### Metal 1

Bar = 20 um. Supply wires on this layer in gray.
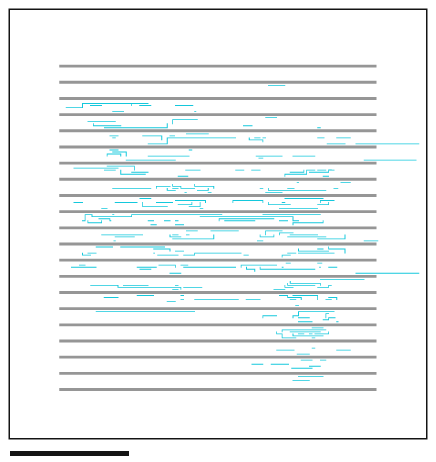
### M2 wires

Cells faint in the background.
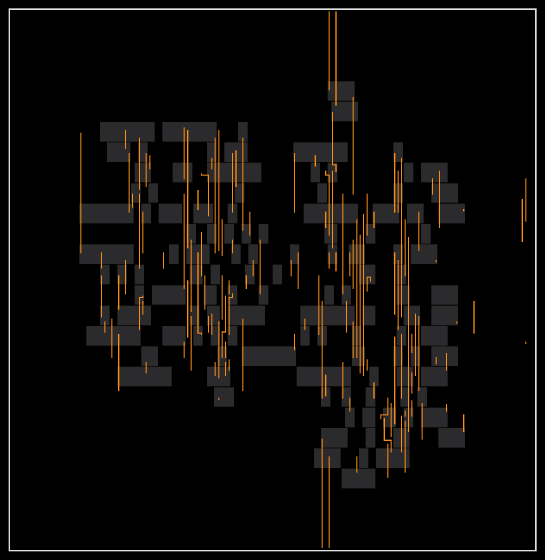
### Metal 3

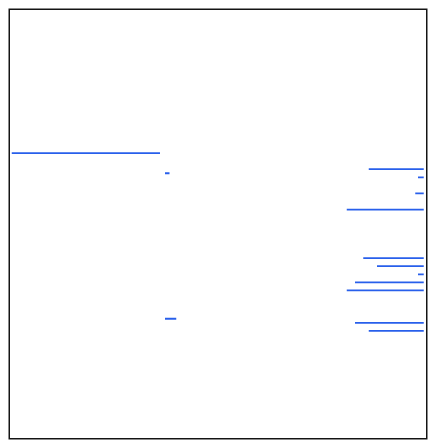
Design cpu_controller, sky130hd; sources not shown.
==> ci_impl_report.md <==
### Yosys + OpenROAD results

| Metric | Value |
|---|---|
| Clkbuf count | 4 |
| DR WL met2 | ~770 um |
| Number of pins with negative max-slew slack in the final report | 0 |
| Asr flop ratio synth | 0 |
| Placement Cell Area | between 800 and 900 um2 |
| Most common logic cell in the routed design | sky130_fd_sc_hd__nand2_1 |
| WL met1 | approximately 700 um |
| Total number of yosys warnings | 0 |
| Most frequently placed logic cells in the final layout | 24 x sky130_fd_sc_hd__nand2_1, 20 x sky130_fd_sc_hd__nor2_1, 16 x sky130_fd_sc_hd__inv_1, 14 x sky130_fd_sc_hd__clkdlybuf4s50_1, 12 x sky130_fd_sc_hd__dfxtp_1 |
| Worst slack at placement | 606 ps |
| CTS Buffer Depth | 2 |
| Worst reg2reg path depth | 7 |
| Starting utilization of the core area | 0.244 |
| Leading register cell type out of synthesis | sky130_fd_sc_hd__dfxtp_1 |
| Static leakage | a little under 0.4 nW |
| Clock Network Area Fraction | 0.0401 |
| Worst slack on hold paths | about 460 ps |
| Register-to-register path setup slack | 1790 ps |
| Number of synthesized flops with an enable pin | 0 |
| Most numerous cell in the Yosys netlist | sky130_fd_sc_hd__nand2_1 |
| Via/cell ratio | around 4.3 |
| Number of top-level design ports | 16 |
| DRC viols | 0 |
| Final Hold Viols | 0 |
| Buffers excl. clock | 15 |
| Cts bufs inserted | 3 |
| Logic share of the area | 0.412 |
| Number of non-clock inverters | 17 |
| Status | finished clean |
| Pin count of the biggest net entering global routing | 9 |
| Number of OpenROAD warnings | 28 |
| TritonCTS clock tree | done |
| Number of combinational gates with multiple inputs | a little over 70 |
| Number of optimization iterations in the first detailed-route pass | 3 |
| Number of flip-flops under the largest register name | 8 |
| Combined flip-flop and latch cell area | ~240 um2 |
| Vias in the first global route | around 670 |
| MaxCap Viol Count | 0 |
| Worst setup path class | primary input to primary output |
| Combinational gate area | 373 um2 |
| Port Buffer Count | 15 |
| Highest metal layer used by the detailed router | met4 |
| Worst EP arrival | slightly above 2000 ps |
| Data-path buffer share of cell area in the final layout | 0.166 |
| Final total power | about 350 uW |
| Chip height | between 70 and 80 um |
| Crit path setup slack, layout | 542 ps |
| Resized Gates After CTS | 0 |
About 'Metal 1':
The wires run mostly horizontal. The layer holds 44% of the routed length.
wire length after detailed routing: 1610 um
met1 global-route usage: 0.0694
total via count in the routed design: 657

About 'M2 wires':
The layer holds 48% of the routed length. The layer carries 770 um of wire. 106 nets have wire on it.
met2 layer usage reported by global route: 0.117

About 'Metal 3':
The layer holds 7.0% of the routed length. 13 nets have wire on it. The longest straight run is 24.6 um. The layer carries 112 um of wire.
met3 layer usage reported by global route: 0.0273

-- power by group --
group	internal, mW	switching, mW
clock	0.0688	0.0518
combinational	0.0302	0.0414
sequential	0.153	0.00591
total	0.252	0.0991
-- kinds of logic (layout without fill, tap and decap cells) --
group,Yosys count,count (layout),synth area share
flops,12,12,0.339
compound gates,7,7,0.0617
buf+inv,19,36,0.111
fa+ha+maj,4,4,0.0705
simple gates,57,57,0.369
xor+xnor,4,4,0.0494
-- worst max-delay path: stages --
cell and delay (ps):
sky130_fd_sc_hd__dlygate4sd3_1 550, sky130_fd_sc_hd__inv_1 90, sky130_fd_sc_hd__o22ai_1 130, sky130_fd_sc_hd__clkdlybuf4s50_1 620
No activity file was given, so power comes from the tool's default toggle rates.
